==> config.mk <==
export PLATFORM = sky130hd
export DESIGN_NAME = pc_sched
export DESIGN_NICKNAME = d
export VERILOG_FILES = /design/src/rtl/pc_sched_pkg.sv /design/src/rtl/pc_sched_mdcnt.sv /design/src/rtl/pc_sched.sv
export SDC_FILE = /design/constraint.sdc
export NUM_CORES = 1
export LEC_CHECK = 0
export ABC_CLOCK_PERIOD_IN_PS = 6100
export CORE_ASPECT_RATIO = 1.1
export CORE_MARGIN = 4
export CORE_UTILIZATION = 50
export CTS_BUF_LIST = sky130_fd_sc_hd__clkbuf_16
export CTS_CLUSTER_SIZE = 28
export DETAILED_ROUTE_END_ITERATION = 7
export PLACE_DENSITY = 0.77
export SLEW_MARGIN = 5
export SYNTH_ARGS = -nofsm -noshare
export SYNTH_HDL_FRONTEND = slang
export SYNTH_HIERARCHICAL = 1
export SYNTH_SLANG_ARGS = --single-unit
==> constraint.sdc <==
create_clock -name clk -period 6.1 [get_ports clk]
set_input_delay 1.22 -clock clk [delete_from_list [all_inputs] [get_ports clk]]
set_output_delay 1.22 -clock clk [all_outputs]
set_load 0.02 [all_outputs]
==> src/rtl/pc_sched_pkg.sv <==
// pc_sched_pkg: next-PC select codes, FSM states and the output bundle
// shared by the fetch-stage PC scheduler and its mult/div counter.
package pc_sched_pkg;

  localparam logic [2:0] PC_SEL_J    = 3'd0;
  localparam logic [2:0] PC_SEL_JR   = 3'd1;
  localparam logic [2:0] PC_SEL_NPC  = 3'd2;
  localparam logic [2:0] PC_SEL_VEC  = 3'd3;
  localparam logic [2:0] PC_SEL_BR   = 3'd4;
  localparam logic [2:0] PC_SEL_ERET = 3'd5;

  // Address behind PC_SEL_VEC; the mux lives in the fetch stage.
  localparam logic [31:0] EXC_VECTOR = 32'h0040_0004;

  typedef enum logic [1:0] {
    RUN       = 2'd0,
    MD_BUSY   = 2'd1,
    EXC_FLUSH = 2'd2
  } state_t;

  typedef struct packed {
    logic [2:0] pc_sel;
    logic       stall;
    logic       flush;
    logic       busy;
    logic       exc;
  } sched_out_t;

  localparam sched_out_t SCHED_IDLE = '{
    pc_sel: PC_SEL_NPC,
    stall:  1'b0,
    flush:  1'b0,
    busy:   1'b0,
    exc:    1'b0
  };

  function automatic logic [31:0] sat_inc(
    input logic [31:0] v,
    input logic        en
  );
    return (en && (v != 32'hFFFF_FFFF)) ? v + 32'd1 : v;
  endfunction

endpackage

==> src/rtl/pc_sched_mdcnt.sv <==
// pc_sched_mdcnt: loadable down-counter timing the mult/div stall window.
// done flags the cycle whose decrement ends the window.
module pc_sched_mdcnt
  import pc_sched_pkg::*;
#(
  parameter int CNT_W = 8
) (
  input  logic             clk,
  input  logic             rst,
  input  logic             load,
  input  logic             dec,
  input  logic [CNT_W-1:0] load_val,
  output logic             done
);

  logic [CNT_W-1:0] cnt;

  // Load wins over decrement; the count parks at zero.
  always_ff @(posedge clk or negedge rst) begin
    if (!rst) begin
      cnt <= '0;
    end else if (load) begin
      cnt <= load_val;
    end else if (dec && (cnt != '0)) begin
      cnt <= cnt - CNT_W'(1);
    end
  end

  // A stray zero count also ends the window so the FSM cannot lock up.
  assign done = (cnt <= CNT_W'(1));

endmodule

==> src/rtl/pc_sched.sv <==
// pc_sched: next-PC arbitration, stall/flush and mult/div window for IF.
// Optional perf counters are built when PC_SCHED_PERF_EN is defined.
module pc_sched
  import pc_sched_pkg::*;
#(
  parameter int DIV_CYCLES = 32,
  parameter int CNT_W      = 8
) (
  input  logic        clk,
  input  logic        rst,
  input  logic        id_j,
  input  logic        id_jr,
  input  logic        id_br_taken,
  input  logic        id_load_use,
  input  logic        id_md_start,
  input  logic        id_exc,
  input  logic        id_eret,
  output logic [2:0]  pc_sel,
  output logic        pc_ena,
  output logic        pc_stall,
  output logic        flush_id,
  output logic        md_busy,
  output logic        exc_taken
`ifdef PC_SCHED_PERF_EN
  ,
  output logic [31:0] perf_stall_cnt,
  output logic [31:0] perf_flush_cnt,
  output logic [31:0] perf_redir_cnt
`endif
);

  state_t     state_q;
  state_t     state_d;
  logic       pend_q;
  logic       pend_d;
  logic       ena_q;
  logic       md_load;
  logic       md_dec;
  logic       md_done;
  sched_out_t o;

  pc_sched_mdcnt #(
    .CNT_W(CNT_W)
  ) u_mdcnt (
    .clk      (clk),
    .rst      (rst),
    .load     (md_load),
    .dec      (md_dec),
    .load_val (CNT_W'(DIV_CYCLES - 1)),
    .done     (md_done)
  );

  // Arbitrate ID redirects and pick the next state; reset forces idle.
  always_comb begin
    o       = SCHED_IDLE;
    state_d = state_q;
    pend_d  = pend_q;
    md_load = 1'b0;
    md_dec  = 1'b0;
    case (state_q)
      RUN: begin
        if (pend_q || id_exc) begin
          o.pc_sel = PC_SEL_VEC;
          o.flush  = 1'b1;
          o.exc    = 1'b1;
          pend_d   = 1'b0;
          state_d  = EXC_FLUSH;
        end else if (id_eret) begin
          o.pc_sel = PC_SEL_ERET;
          o.flush  = 1'b1;
        end else if (id_md_start) begin
          o.stall  = 1'b1;
          o.busy   = 1'b1;
          md_load  = 1'b1;
          state_d  = MD_BUSY;
        end else if (id_load_use) begin
          o.stall  = 1'b1;
        end else if (id_jr) begin
          o.pc_sel = PC_SEL_JR;
        end else if (id_br_taken) begin
          o.pc_sel = PC_SEL_BR;
        end else if (id_j) begin
          o.pc_sel = PC_SEL_J;
        end
      end
      MD_BUSY: begin
        o.stall = 1'b1;
        o.busy  = 1'b1;
        md_dec  = 1'b1;
        if (id_exc) begin
          pend_d = 1'b1;
        end
        if (md_done) begin
          state_d = RUN;
        end
      end
      EXC_FLUSH: begin
        o.flush = 1'b1;
        state_d = RUN;
      end
      default: begin
        state_d = RUN;
      end
    endcase
    if (!rst) begin
      o       = SCHED_IDLE;
      md_load = 1'b0;
    end
  end

  // FSM state, deferred-exception flag and PC enable.
  always_ff @(posedge clk or negedge rst) begin
    if (!rst) begin
      state_q <= RUN;
      pend_q  <= 1'b0;
      ena_q   <= 1'b0;
    end else begin
      state_q <= state_d;
      pend_q  <= pend_d;
      ena_q   <= 1'b1;
    end
  end

  assign pc_sel    = o.pc_sel;
  assign pc_ena    = ena_q;
  assign pc_stall  = o.stall;
  assign flush_id  = o.flush;
  assign md_busy   = o.busy;
  assign exc_taken = o.exc;

`ifdef PC_SCHED_PERF_EN
  // Saturating event counters, live only while the PC is enabled.
  always_ff @(posedge clk or negedge rst) begin
    if (!rst) begin
      perf_stall_cnt <= '0;
      perf_flush_cnt <= '0;
      perf_redir_cnt <= '0;
    end else begin
      perf_stall_cnt <= sat_inc(perf_stall_cnt, ena_q & o.stall);
      perf_flush_cnt <= sat_inc(perf_flush_cnt, ena_q & o.flush);
      perf_redir_cnt <= sat_inc(perf_redir_cnt,
                                ena_q & (o.pc_sel != PC_SEL_NPC));
    end
  end
`endif

endmodule

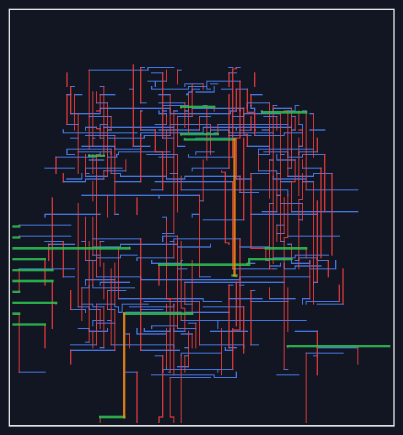
run_1/metal_stack.png
(8 px per um)
Red shows met2, wire length 910 um. Orange shows met4, wire length 29.9 um. Blue shows met1, wire length 879 um. Green shows met3, wire length 109 um.

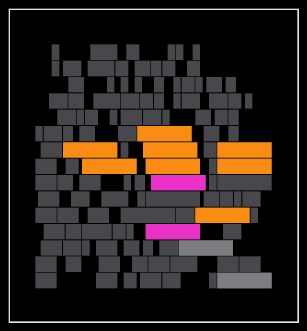
run_1/registers.png
(6 px per um)
Magenta shows state_q, flops 2. Orange shows u_mdcnt/cnt, flops 8.

==> flow_summary.html, run 1 <==
<h3>Flow metrics</h3>
<table>
<tr><th>Metric</th><th>Value</th></tr>
<tr><th colspan="2">Hold path</th></tr>
<tr><td>Min-delay worst type</td><td>reg -&gt; reg</td></tr>
<tr><td>Hold Crit Endpoint</td><td>pend_q$_DFFE_PN0P_</td></tr>
<tr><th colspan="2">Power and ir drop</th></tr>
<tr><td>Switching part of the total power</td><td>about 38%</td></tr>
<tr><td>Power density over the cells</td><td>410 nW/um^2</td></tr>
<tr><td>Total net switching power</td><td>approximately 0.00018 W</td></tr>
<tr><th colspan="2">Worst setup path</th></tr>
<tr><td>Critical path's top delay family</td><td>buffers and inverters</td></tr>
<tr><td>Kind of end point of the critical path</td><td>output pin</td></tr>
<tr><td>Worst EP arrival</td><td>3.27 ns</td></tr>
<tr><td>Biggest cell delay along the critical path</td><td>0.87 ns</td></tr>
<tr><td>Depth of the worst register-to-register path</td><td>5</td></tr>
<tr><td>FF-to-FF End</td><td>u_mdcnt/cnt[7]$_DFFE_PN0P_</td></tr>
<tr><th colspan="2">Route</th></tr>
<tr><td>Total length of routed met3 wires</td><td>109 um</td></tr>
<tr><td>Number of nets still failing antenna checks after routing</td><td>0</td></tr>
<tr><th colspan="2">Logic synthesis</th></tr>
<tr><td>Fraction of registers with async set/reset</td><td>100%</td></tr>
<tr><td>XOR/XNOR Fraction of Synth Area</td><td>0%</td></tr>
<tr><th colspan="2">Finish</th></tr>
<tr><td>Count of filler cells inserted in the layout</td><td>127</td></tr>
<tr><td>Synth-to-layout area growth</td><td>30.3%</td></tr>
<tr><th colspan="2">STA</th></tr>
<tr><td>Unrepaired setup endpoints after global routing</td><td>false</td></tr>
<tr><th colspan="2">Floorplan</th></tr>
<tr><td>Total die size</td><td>2490 sq um</td></tr>
<tr><th colspan="2">Run status</th></tr>
<tr><td>Status</td><td>complete, no violations</td></tr>
<tr><th colspan="2">CTS</th></tr>
<tr><td>Setup repair bufs after CTS</td><td>0</td></tr>
<tr><th colspan="2">Run</th></tr>
<tr><td>Tool warnings</td><td>28</td></tr>
</table>
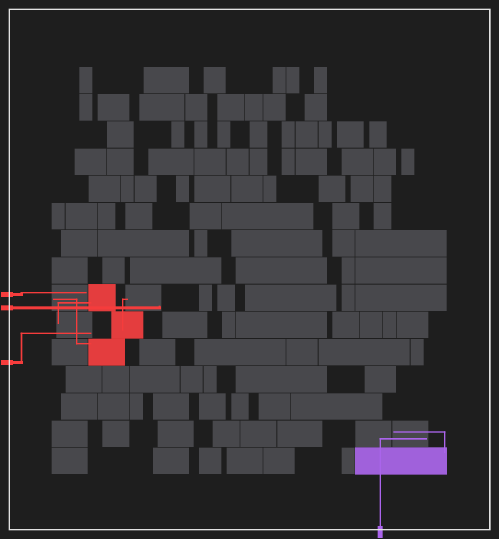
run_1/port_nets.png
(10 px per um)
Red shows pc_sel, direction output, end cells 3, buffers 3, wire 49.3 um. Purple shows pc_ena, direction output, end cells 1, buffers 1, wire 20.4 um.

==> run 2, diff against run 1 <==
--- a/config.mk
+++ b/config.mk
@@ -5,7 +5,7 @@
 export SDC_FILE = /design/constraint.sdc
 export NUM_CORES = 1
 export LEC_CHECK = 0
-export ABC_CLOCK_PERIOD_IN_PS = 6100
+export ABC_CLOCK_PERIOD_IN_PS = 4600
 export CORE_ASPECT_RATIO = 1.1
 export CORE_MARGIN = 4
 export CORE_UTILIZATION = 50
==> constraint.sdc (replaced) <==
create_clock -name clk -period 4.6 [get_ports clk]
set_input_delay 0.92 -clock clk [delete_from_list [all_inputs] [get_ports clk]]
set_output_delay 0.92 -clock clk [all_outputs]
set_load 0.02 [all_outputs]
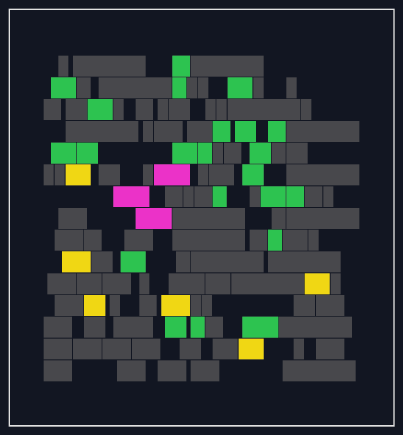
run_2/gate_families.png
(8 px per um)
Magenta shows adder and majority cells, cells 3, most used ha_1. Green shows inverting AOI/OAI gates, cells 22, most used a31oi_1. Yellow shows AND-OR and OR-AND gates, cells 6, most used o211a_1.

==> run 2 against run 1 <==
Effect of this change:
- first-iteration DRC count unchanged
- flip-flop count did not move
- area after synthesis did not move
- clock power increased by 34%
- register-to-register slack got worse by 1.5 ns
- hold slack improved by 0.0010 ns
- global-route usage barely moved
- combinational power is 31% higher
- synthesized cell count unchanged
- critical path type unchanged
- critical endpoint is now md_busy
==> flow_summary.html, run 2 <==
<h3>Flow metrics</h3>
<table>
<tr><th>Metric</th><th>Value</th></tr>
<tr><th colspan="2">STA</th></tr>
<tr><td>Period minus WS final</td><td>between 3 and 4 ns</td></tr>
<tr><td>Unrepaired setup endpoints after global routing</td><td>false</td></tr>
<tr><th colspan="2">Worst setup path</th></tr>
<tr><td>Depth of the worst register-to-register path</td><td>5</td></tr>
<tr><td>CP max-delay cell</td><td>sky130_fd_sc_hd__clkdlybuf4s50_1</td></tr>
<tr><td>Cell repeated most along the worst path</td><td>sky130_fd_sc_hd__clkdlybuf4s50_1</td></tr>
<tr><td>Worst EP arrival</td><td>approximately 2.7 ns</td></tr>
<tr><td>FF-to-FF End</td><td>u_mdcnt/cnt[7]$_DFFE_PN0P_</td></tr>
<tr><td>Kind of end point of the critical path</td><td>output pin</td></tr>
<tr><td>Biggest cell delay along the critical path</td><td>between 0.6 and 0.7 ns</td></tr>
<tr><td>Critical path's top delay family</td><td>buffers and inverters</td></tr>
<tr><td>Setup slack, reg-to-reg</td><td>2.30 ns</td></tr>
<tr><th colspan="2">Power and ir drop</th></tr>
<tr><td>Total net switching power</td><td>around 0.00023 W</td></tr>
<tr><td>Power density over the cells</td><td>around 540 nW/um^2</td></tr>
<tr><th colspan="2">Logic synthesis</th></tr>
<tr><td>XOR/XNOR Fraction of Synth Area</td><td>0%</td></tr>
<tr><td>Fraction of registers with async set/reset</td><td>100%</td></tr>
<tr><td>Ys flops</td><td>12</td></tr>
<tr><th colspan="2">Floorplan</th></tr>
<tr><td>Total die size</td><td>between 2000 and 2500 sq um</td></tr>
<tr><th colspan="2">Run status</th></tr>
<tr><td>Status</td><td>complete, no violations</td></tr>
<tr><th colspan="2">CTS</th></tr>
<tr><td>Setup repair bufs after CTS</td><td>0</td></tr>
<tr><th colspan="2">Route</th></tr>
<tr><td>Total length of routed met3 wires</td><td>around 72 um</td></tr>
<tr><td>Number of nets still failing antenna checks after routing</td><td>0</td></tr>
<tr><th colspan="2">Placed design</th></tr>
<tr><td>IO Port Bufs</td><td>16</td></tr>
<tr><th colspan="2">Hold path</th></tr>
<tr><td>Hold Crit Endpoint</td><td>u_mdcnt/cnt[5]$_DFFE_PN0P_</td></tr>
<tr><th colspan="2">Finish</th></tr>
<tr><td>Synth-to-layout area growth</td><td>31.1%</td></tr>
<tr><td>Number of flip-flops under the largest register name</td><td>8</td></tr>
<tr><td>Share of cell area taken by flip-flops and latches</td><td>between 20% and 30%</td></tr>
</table>
Power and IR drop assume default switching activity.
